`src/rtl/vga_timing_pkg.sv`:
```
// vga_timing_pkg: 640x480@60 timing defaults and pixel types shared by the sink and sprite drawers
package vga_timing_pkg;
  localparam int VGA_PIX_DIV = 2;
  localparam int VGA_H_VIS = 640, VGA_H_FP = 16, VGA_H_SYNC = 96, VGA_H_BP = 48;
  localparam int VGA_V_VIS = 480, VGA_V_FP = 10, VGA_V_SYNC = 2, VGA_V_BP = 33;
  localparam int VGA_H_TOTAL = VGA_H_VIS + VGA_H_FP + VGA_H_SYNC + VGA_H_BP;
  localparam int VGA_V_TOTAL = VGA_V_VIS + VGA_V_FP + VGA_V_SYNC + VGA_V_BP;
  typedef logic [5:0] rgb_t;
  typedef logic [9:0] coord_t;
  localparam rgb_t VGA_BG_COLOR = 6'b010111;
endpackage

```
`src/rtl/vga_pixel_sink_if.sv`:
```
// vga_pixel_sink_if: coordinate/sync/colour bundle between the pixel sink and the drawers/monitor side
interface vga_pixel_sink_if;
  import vga_timing_pkg::*;
  logic   draw;
  rgb_t   data;
  coord_t hcount, vcount;
  logic   pix_tick, frame_tick, hsync, vsync;
  rgb_t   rgb;
  modport master (input draw, data, output hcount, vcount, pix_tick, frame_tick, hsync, vsync, rgb);
  modport slave (output draw, data, input hcount, vcount, pix_tick, frame_tick, hsync, vsync, rgb);
endinterface

```
`src/rtl/vga_timing_gen.sv`:
```
// vga_timing_gen: pixel divider, h/v counters, frame tick and raw sync/visible decode
module vga_timing_gen
  import vga_timing_pkg::*;
#(
  parameter int PIX_DIV = VGA_PIX_DIV,
  parameter int H_VIS = VGA_H_VIS, H_FP = VGA_H_FP, H_SYNC = VGA_H_SYNC, H_BP = VGA_H_BP,
  parameter int V_VIS = VGA_V_VIS, V_FP = VGA_V_FP, V_SYNC = VGA_V_SYNC, V_BP = VGA_V_BP
) (
  input  logic   clk,
  input  logic   rst_n,
  output coord_t o_hcount,
  output coord_t o_vcount,
  output logic   o_pix_tick,
  output logic   o_frame_tick,
  output logic   o_hsync_raw,
  output logic   o_vsync_raw,
  output logic   o_video_on
);
  localparam int H_TOT = H_VIS + H_FP + H_SYNC + H_BP;
  localparam int V_TOT = V_VIS + V_FP + V_SYNC + V_BP;
  localparam int DW = PIX_DIV > 1 ? $clog2(PIX_DIV) : 1;
  logic [DW-1:0] r_div;
  coord_t r_h, r_v;
  logic r_tick, r_ftick;
  logic w_wrap, w_h_end, w_v_end;
  assign w_wrap = r_div == DW'(PIX_DIV - 1);
  assign w_h_end = r_h == coord_t'(H_TOT - 1);
  assign w_v_end = r_v == coord_t'(V_TOT - 1);
  // pix_tick is registered alongside the counters so it is high while the new coordinates are shown
  always_ff @(posedge clk or negedge rst_n) begin
    if (!rst_n) begin
      r_div <= '0;
      r_h <= '0;
      r_v <= '0;
      r_tick <= 1'b0;
      r_ftick <= 1'b0;
    end else begin
      r_div <= w_wrap ? '0 : r_div + 1'b1;
      r_tick <= w_wrap;
      r_ftick <= w_wrap && w_h_end && r_v == coord_t'(V_VIS - 1);
      if (w_wrap) begin
        r_h <= w_h_end ? '0 : r_h + 1'b1;
        if (w_h_end) r_v <= w_v_end ? '0 : r_v + 1'b1;
      end
    end
  end
  assign o_hcount = r_h;
  assign o_vcount = r_v;
  assign o_pix_tick = r_tick;
  assign o_frame_tick = r_ftick;
  assign o_hsync_raw = !(r_h >= coord_t'(H_VIS + H_FP) && r_h < coord_t'(H_VIS + H_FP + H_SYNC));
  assign o_vsync_raw = !(r_v >= coord_t'(V_VIS + V_FP) && r_v < coord_t'(V_VIS + V_FP + V_SYNC));
  assign o_video_on = (r_h < coord_t'(H_VIS)) && (r_v < coord_t'(V_VIS));
endmodule

```
`src/rtl/vga_pixel_sink.sv`:
```
// vga_pixel_sink: aligns syncs with the drawers' one-clk-late colour and muxes sprite/background/blank
module vga_pixel_sink
  import vga_timing_pkg::*;
#(
  parameter int PIX_DIV = VGA_PIX_DIV,
  parameter int H_VIS = VGA_H_VIS, H_FP = VGA_H_FP, H_SYNC = VGA_H_SYNC, H_BP = VGA_H_BP,
  parameter int V_VIS = VGA_V_VIS, V_FP = VGA_V_FP, V_SYNC = VGA_V_SYNC, V_BP = VGA_V_BP,
  parameter rgb_t BG_COLOR = VGA_BG_COLOR
) (
  input logic clk,
  input logic rst_n,
  vga_pixel_sink_if.master bus
);
  logic w_tick, w_hs_raw, w_vs_raw, w_von;
  logic r_tick_d, r_hs_d, r_vs_d, r_von_d, r_hs, r_vs;
  rgb_t r_rgb;
  vga_timing_gen #(
    .PIX_DIV(PIX_DIV),
    .H_VIS(H_VIS), .H_FP(H_FP), .H_SYNC(H_SYNC), .H_BP(H_BP),
    .V_VIS(V_VIS), .V_FP(V_FP), .V_SYNC(V_SYNC), .V_BP(V_BP)
  ) u_gen (
    .clk(clk),
    .rst_n(rst_n),
    .o_hcount(bus.hcount),
    .o_vcount(bus.vcount),
    .o_pix_tick(w_tick),
    .o_frame_tick(bus.frame_tick),
    .o_hsync_raw(w_hs_raw),
    .o_vsync_raw(w_vs_raw),
    .o_video_on(w_von)
  );
  // stage 1 waits out the drawers' register, stage 2 lands syncs and colour on one edge
  always_ff @(posedge clk or negedge rst_n) begin
    if (!rst_n) begin
      r_tick_d <= 1'b0;
      r_hs_d <= 1'b1;
      r_vs_d <= 1'b1;
      r_von_d <= 1'b0;
      r_hs <= 1'b1;
      r_vs <= 1'b1;
      r_rgb <= '0;
    end else begin
      r_tick_d <= w_tick;
      if (w_tick) begin
        r_hs_d <= w_hs_raw;
        r_vs_d <= w_vs_raw;
        r_von_d <= w_von;
      end
      if (r_tick_d) begin
        r_hs <= r_hs_d;
        r_vs <= r_vs_d;
        r_rgb <= !r_von_d ? '0 : bus.draw ? bus.data : BG_COLOR;
      end
    end
  end
  assign bus.pix_tick = w_tick;
  assign bus.hsync = r_hs;
  assign bus.vsync = r_vs;
  assign bus.rgb = r_rgb;
endmodule
```
`src/flat_wrapper.sv`:
```
// flat-port wrapper written by rule: the top's interface ports become plain ports
module vga_pixel_sink_flat import vga_timing_pkg::*;
#(
  parameter int PIX_DIV = VGA_PIX_DIV,
  parameter int H_VIS = VGA_H_VIS, H_FP = VGA_H_FP, H_SYNC = VGA_H_SYNC, H_BP = VGA_H_BP,
  parameter int V_VIS = VGA_V_VIS, V_FP = VGA_V_FP, V_SYNC = VGA_V_SYNC, V_BP = VGA_V_BP,
  parameter rgb_t BG_COLOR = VGA_BG_COLOR
)
  (clk, rst_n, bus_draw, bus_data, bus_hcount, bus_vcount, bus_pix_tick, bus_frame_tick, bus_hsync, bus_vsync, bus_rgb);
  vga_pixel_sink_if bus_i ();
  input logic clk;
  input logic rst_n;
  input wire logic [$bits(bus_i.draw)-1:0] bus_draw;
  input wire logic [$bits(bus_i.data)-1:0] bus_data;
  output wire logic [$bits(bus_i.hcount)-1:0] bus_hcount;
  output wire logic [$bits(bus_i.vcount)-1:0] bus_vcount;
  output wire logic [$bits(bus_i.pix_tick)-1:0] bus_pix_tick;
  output wire logic [$bits(bus_i.frame_tick)-1:0] bus_frame_tick;
  output wire logic [$bits(bus_i.hsync)-1:0] bus_hsync;
  output wire logic [$bits(bus_i.vsync)-1:0] bus_vsync;
  output wire logic [$bits(bus_i.rgb)-1:0] bus_rgb;
  assign bus_i.draw = bus_draw;
  assign bus_i.data = bus_data;
  assign bus_hcount = bus_i.hcount;
  assign bus_vcount = bus_i.vcount;
  assign bus_pix_tick = bus_i.pix_tick;
  assign bus_frame_tick = bus_i.frame_tick;
  assign bus_hsync = bus_i.hsync;
  assign bus_vsync = bus_i.vsync;
  assign bus_rgb = bus_i.rgb;
  vga_pixel_sink #(.PIX_DIV(PIX_DIV), .H_VIS(H_VIS), .H_FP(H_FP), .H_SYNC(H_SYNC), .H_BP(H_BP), .V_VIS(V_VIS), .V_FP(V_FP), .V_SYNC(V_SYNC), .V_BP(V_BP), .BG_COLOR(BG_COLOR)) u_core (.clk(clk), .rst_n(rst_n), .bus(bus_i));
endmodule
```
`config.mk`:
```
export PLATFORM = sky130hd
export DESIGN_NAME = vga_pixel_sink_flat
export DESIGN_NICKNAME = d
export VERILOG_FILES = /design/src/rtl/vga_timing_pkg.sv /design/src/rtl/vga_pixel_sink_if.sv /design/src/rtl/vga_timing_gen.sv /design/src/rtl/vga_pixel_sink.sv /design/src/flat_wrapper.sv
export SDC_FILE = /design/constraint.sdc
export NUM_CORES = 1
export LEC_CHECK = 0
export ABC_AREA = 1
export CAP_MARGIN = 20
export CORE_ASPECT_RATIO = 1.25
export CORE_MARGIN = 8
export CORE_UTILIZATION = 45
export CTS_CLUSTER_SIZE = 16
export DETAILED_ROUTE_END_ITERATION = 7
export PLACE_DENSITY = 0.68
export SLEW_MARGIN = 30
export SYNTH_ARGS = -nofsm -noshare
export SYNTH_HDL_FRONTEND = slang
export SYNTH_SLANG_ARGS = --single-unit
```
`constraint.sdc`:
```
create_clock -name clk -period 1.8 [get_ports clk]
set_clock_uncertainty 0.1 [all_clocks]
set_input_delay 0.36 -clock clk [delete_from_list [all_inputs] [get_ports clk]]
set_output_delay 0.36 -clock clk [all_outputs]
set_load 0.02 [all_outputs]
```
Fig. 1: run 1, drive-strength map
Drawn at 4 px/um.
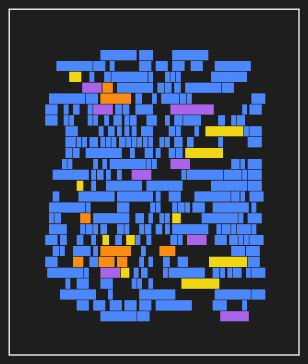
blue -> drive 1 or less  # cells 230, share 90%
orange -> drive 3 to 4  # cells 8, share 3.1%
purple -> drive 6 and up  # cells 8, share 3.1%
yellow -> drive 2  # cells 10, share 3.9%
area of all placed cells without fillers: 2340 um2
Non-clk bufs: 43

Fig. 2: run 1, metal 1
Drawn at 6 px/um.
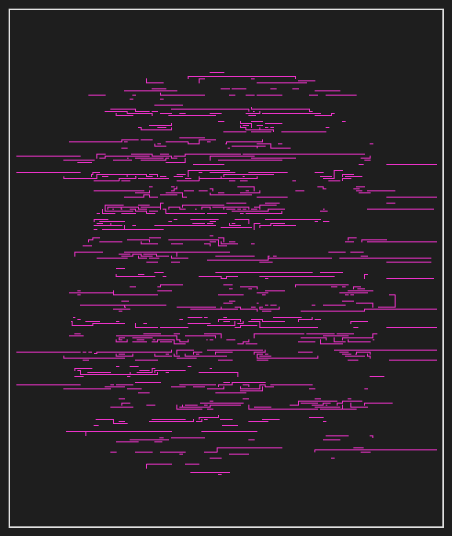
wire length on this layer = 1830 um
longest straight run = 20.2 um
main direction = horizontal
met1 usage: 0.154
Routed WL: 4000 um
via count: 1536

Fig. 3: run 1, zoomed window
Region (6, 52) to (31, 77) um. Cells in gray, sequential cells in the stronger gray; small squares are vias.
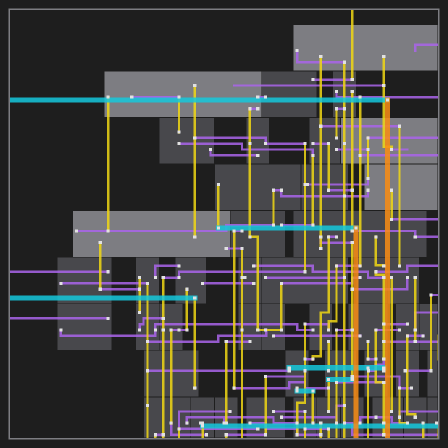
purple -> met1
cyan -> met3
orange -> met4
yellow -> met2
netlist names of flops here include = `u_core.u_gen.o_vcount` (3), `u_core.u_gen.o_frame_tick` (1)
cells with their middle in the window = 43
most frequent = nor2_1 (8), nand2_1 (7)
sequential cells in the window = 4

==> run summary, run 1 <==
outcome -> completed
initial antenna violation count -> 0
fraction of layout cells with a size suffix above 1 -> 0.102
max-capacitance violation count -> 0
Die X -> 72.1 um
first-pass GRT wire length -> 6650 um
top cells by count -> nand2_1, inv_1, dfrtp_1, nor2_1, nand3_1
Placed Instance Area -> 2240 um2
fp util -> 0.467
row count -> 25
hpwl dp -> 2960 um
Synth top cell by count -> nand2_1
RD Place Congestion -> 0.812
die area -> 6200 um2
Seq. cell area -> 881 um2
Comb power frac -> 0.044
internal power -> 1.28 mW
final slew viol count -> 0
part of the power in registers -> 0.495
VDD IR max -> 0.461 mV
die extent in y -> 86.1 um
Setup crit end -> bus_rgb[2]
YS chip area -> 1770 um2
DRC errors left -> 0
# Cells Yosys -> 208
minimum clock period -> 1.71 ns
drt wl/cell -> 12.9 um
max frequency -> 586 MHz
Seq/Total Area, Yosys -> 0.498
gr usage total -> 0.135
total leakage power -> 1.18 nW
Nets -> 269
crit path DAT -> 1.25 ns
clock root buffer -> clkbuf_8
asr flop ratio synth -> 1.00
total grt overflow -> 0
synth top area cells -> dfrtp_1, nand2_1, inv_1, nor2_1, dfstp_2
Switching Share -> 0.206
clk slew on worst S/H paths -> 0.07 ns
placed insts -> 302
n_diodes -> 0
RR Startpoint -> u_core.u_gen.o_hcount[0]
Worst path top cell family by delay -> buffers and inverters
## run 1: per-stage QoR
stage               power [mW]  setup slack, ns
floorplan                0.830            0.256
global placement         0.884            0.233
detailed placement       0.885            0.227
CTS                       1.63          0.00694
global route              1.66           0.0438
finish                    1.61           0.0941
## run 1: state kept, by name, indices dropped and copies added (netlist names)
register and count:
u_core.u_gen.o_frame_tick 1, u_core.r_vs_d 1, u_core.bus.vsync 1, u_core.r_von_d 1, u_core.bus.rgb 6, u_core.r_tick_d 1, u_core.u_gen.o_hcount 10, u_core.r_hs_d 1
u_core.u_gen.r_div 1, u_core.bus.hsync 1, u_core.u_gen.o_pix_tick 1, u_core.u_gen.o_vcount 10
## run 1: area by class of cell
cell class | instances | area share
timing repair buffer | 43 | 0.174
inverter | 34 | 0.0552
clock buffer | 6 | 0.0354
multi-input combinational | 136 | 0.315
sequential | 35 | 0.377
clock inverter | 2 | 0.0150
tap | 54 | 0.0289
## run 1: power by group through the flow
stage	logic, mW	clock network (mW)	registers (mW)
floorplan	0.00935	0	0.820
global placement	0.0732	0	0.811
detailed placement	0.0737	0	0.811
CTS	0.0740	0.757	0.796
global route	0.0800	0.788	0.797
finish	0.0715	0.741	0.796
## run 1: worst min path at each step
stage                                       start                end  slack, ns  cells past startpoint
after floorplan                             rst_n  u_core.bus.rgb[0]      -0.04                      0
after global placement    u_core.u_gen.o_pix_tick    u_core.r_tick_d       0.32                      0
after detailed placement  u_core.u_gen.o_pix_tick    u_core.r_tick_d       0.33                      0
after CTS                                   rst_n  u_core.bus.rgb[3]       0.33                      2
after global routing                        rst_n  u_core.bus.rgb[3]       0.34                      2
final                                       rst_n  u_core.bus.rgb[3]       0.33                      2
## run 1: cell families (layout without fill, tap and decap cells)
group / after synthesis / after routing / synth area share
flip-flops: 35 / 35 / 0.498
adder cells (fa/ha/maj): 5 / 5 / 0.0354
XOR/XNOR: 5 / 5 / 0.0248
buffers and inverters: 37 / 85 / 0.0856
AND/OR/NAND/NOR: 101 / 101 / 0.274
AND-OR/OR-AND: 25 / 25 / 0.0821
## run 1: repair_timing
| item | 4_1_cts | 5_1_grt |
|---|---|---|
| pin swaps | 0 | 0 |
| endpoints found under the setup margin | 22 | 1 |
| gates resized | 22 | 1 |
## run 1: placed cells by master, fill, tap and decap left out, drive strengths merged, types with 5 or more instances in the layout
cell           instances
buf                    5
clkbuf                 6
clkdlybuf4s50         15
dfrtp                 31
dlygate4sd2           22
ha                     5
inv                   33
nand2                 35
nand3                 15
nand4                  8
nor2                  35
nor3                   6
o21ai                 12
o22ai                  6
## run 1: per-layer routing
metal	share of wire	GRT usage	vias up
li1	-	-	767
met1	0.46	0.154	720
met2	0.47	0.221	43
met3	0.056	0.0443	6
met4	0.017	0.0652	0
met5	0	0	-
==> run 2, diff against run 1 <==
- HOLD_SLACK_MARGIN: not set -> 0.03
- TNS_END_PERCENT: not set -> 50
Fig. 4: run 2, drive-strength map
Drawn at 4 px/um.
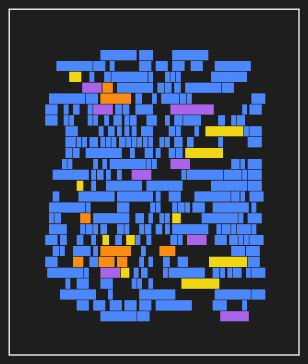
purple -> drive 6 and up  # cells 8, share 3.1%
blue -> drive 1 or less  # cells 230, share 90%
yellow -> drive 2  # cells 10, share 3.9%
orange -> drive 3 to 4  # cells 8, share 3.1%

==> run 2 against run 1 <==
Effect of this change:
- first-iteration DRC count unchanged
- synthesized cell count unchanged
- sequential share of layout area did not move
- global-route usage stayed put
- cell area is the same
- clock-buffer cell count unchanged
- synthesized area unchanged
- final cell count unchanged
- routed wire length did not move
- largest power group unchanged
==> run summary, run 2 <==
outcome -> completed
most instantiated logic cells after routing -> nand2_1, inv_1, nor2_1, dfrtp_1, dlygate4sd2_1
clock root buffer -> clkbuf_8
die extent in y -> 86.1 um
synth top area cells -> dfrtp_1, nand2_1, inv_1, nor2_1, dfstp_2
Switching Share -> 0.206
RD Place Congestion -> 0.812
met1 usage -> 0.154
initial antenna violation count -> 0
placed insts -> 302
n_diodes -> 0
total grt overflow -> 0
die area -> 6200 um2
Synth top cell by count -> nand2_1
hpwl dp -> 2960 um
met3 Use GR -> 0.0443
fraction of layout cells with a size suffix above 1 -> 0.102
drt wl/cell -> 12.9 um
area of all placed cells without fillers -> 2340 um2
crit path DAT -> 1.25 ns
# Cells Yosys -> 208
part of the power in registers -> 0.495
most used logic cell in the final layout -> nand2_1
minimum clock period -> 1.71 ns
total leakage power -> 1.18 nW
Fig. 5: run 2, metal 1
Drawn at 6 px/um.
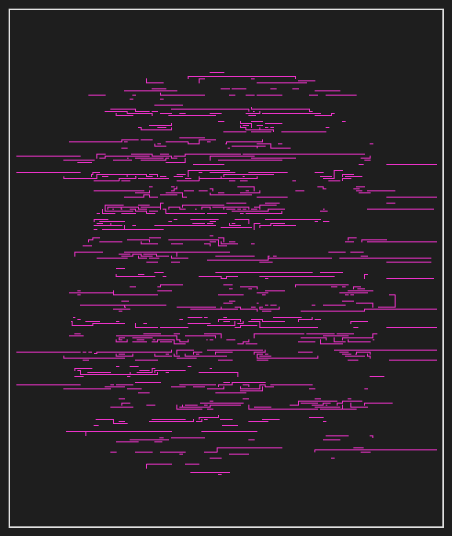
wire length on this layer = 1830 um
longest straight run = 20.2 um

run 2: cell counts after synthesis:
Identical to the previous run, type by type.
run 2: layer usage:
layer,share of wire,wire length (um),up-vias
met5,0,0,-
met4,0.017,68,0
met3,0.056,226,6
met2,0.47,1880,43
met1,0.46,1830,720
li1,-,-,767
run 2: per-stage QoR:
step                setup slack, ns  hold slack, ns  total power, mW
global route                 0.0438           0.338             1.66
floorplan                     0.256         -0.0356            0.830
detailed placement            0.227           0.333            0.885
CTS                         0.00694           0.333             1.63
finish                       0.0941           0.331             1.61
global placement              0.233           0.324            0.884
run 2: worst paths after layout:
kind                                           from                       end  depth (start not counted)
hold / removal                                rst_n         u_core.bus.rgb[3]                          2
max in group asynchronous                     rst_n             u_core.r_vs_d                          2
hold reg to reg             u_core.u_gen.o_pix_tick           u_core.r_tick_d                          0
setup / recovery                  u_core.bus.rgb[2]                bus_rgb[2]                          1
setup reg to reg           u_core.u_gen.o_hcount[0]  u_core.u_gen.o_vcount[2]                          7
min in group clk            u_core.u_gen.o_pix_tick           u_core.r_tick_d                          0
run 2: kinds of logic (layout without fill, tap and decap cells):
family                   count (synthesis)  in the layout  share of synthesized area
AND/OR/NAND/NOR                        101            101                      0.274
buffers and inverters                   37             85                     0.0856
flip-flops                              35             35                      0.498
AND-OR/OR-AND                           25             25                     0.0821
adder cells (fa/ha/maj)                  5              5                     0.0354
XOR/XNOR                                 5              5                     0.0248
run 2: final cells by class:
cell class | instances | area, um2 | area share
Sequential cell | 35 | 881 | 0.377
Multi-Input combinational cell | 136 | 736 | 0.315
Timing Repair Buffer | 43 | 405 | 0.174
Inverter | 34 | 129 | 0.0552
Clock buffer | 6 | 82.6 | 0.0354
Tap cell | 54 | 67.6 | 0.0289
Clock inverter | 2 | 35.0 | 0.0150
run 2: timing repair:
item,4_1_cts,5_1_grt
pin swaps,0,0
resized,22,1
setup endpoints to repair,22,1
run 2: power groups by stage:
stage	Sequential [mW]	Combinational, mW	Clock (mW)
finish	0.796	0.0715	0.741
detailed placement	0.811	0.0737	0
global route	0.797	0.0800	0.788
floorplan	0.820	0.00935	0
CTS	0.796	0.0740	0.757
global placement	0.811	0.0732	0
Power and IR drop assume default switching activity.
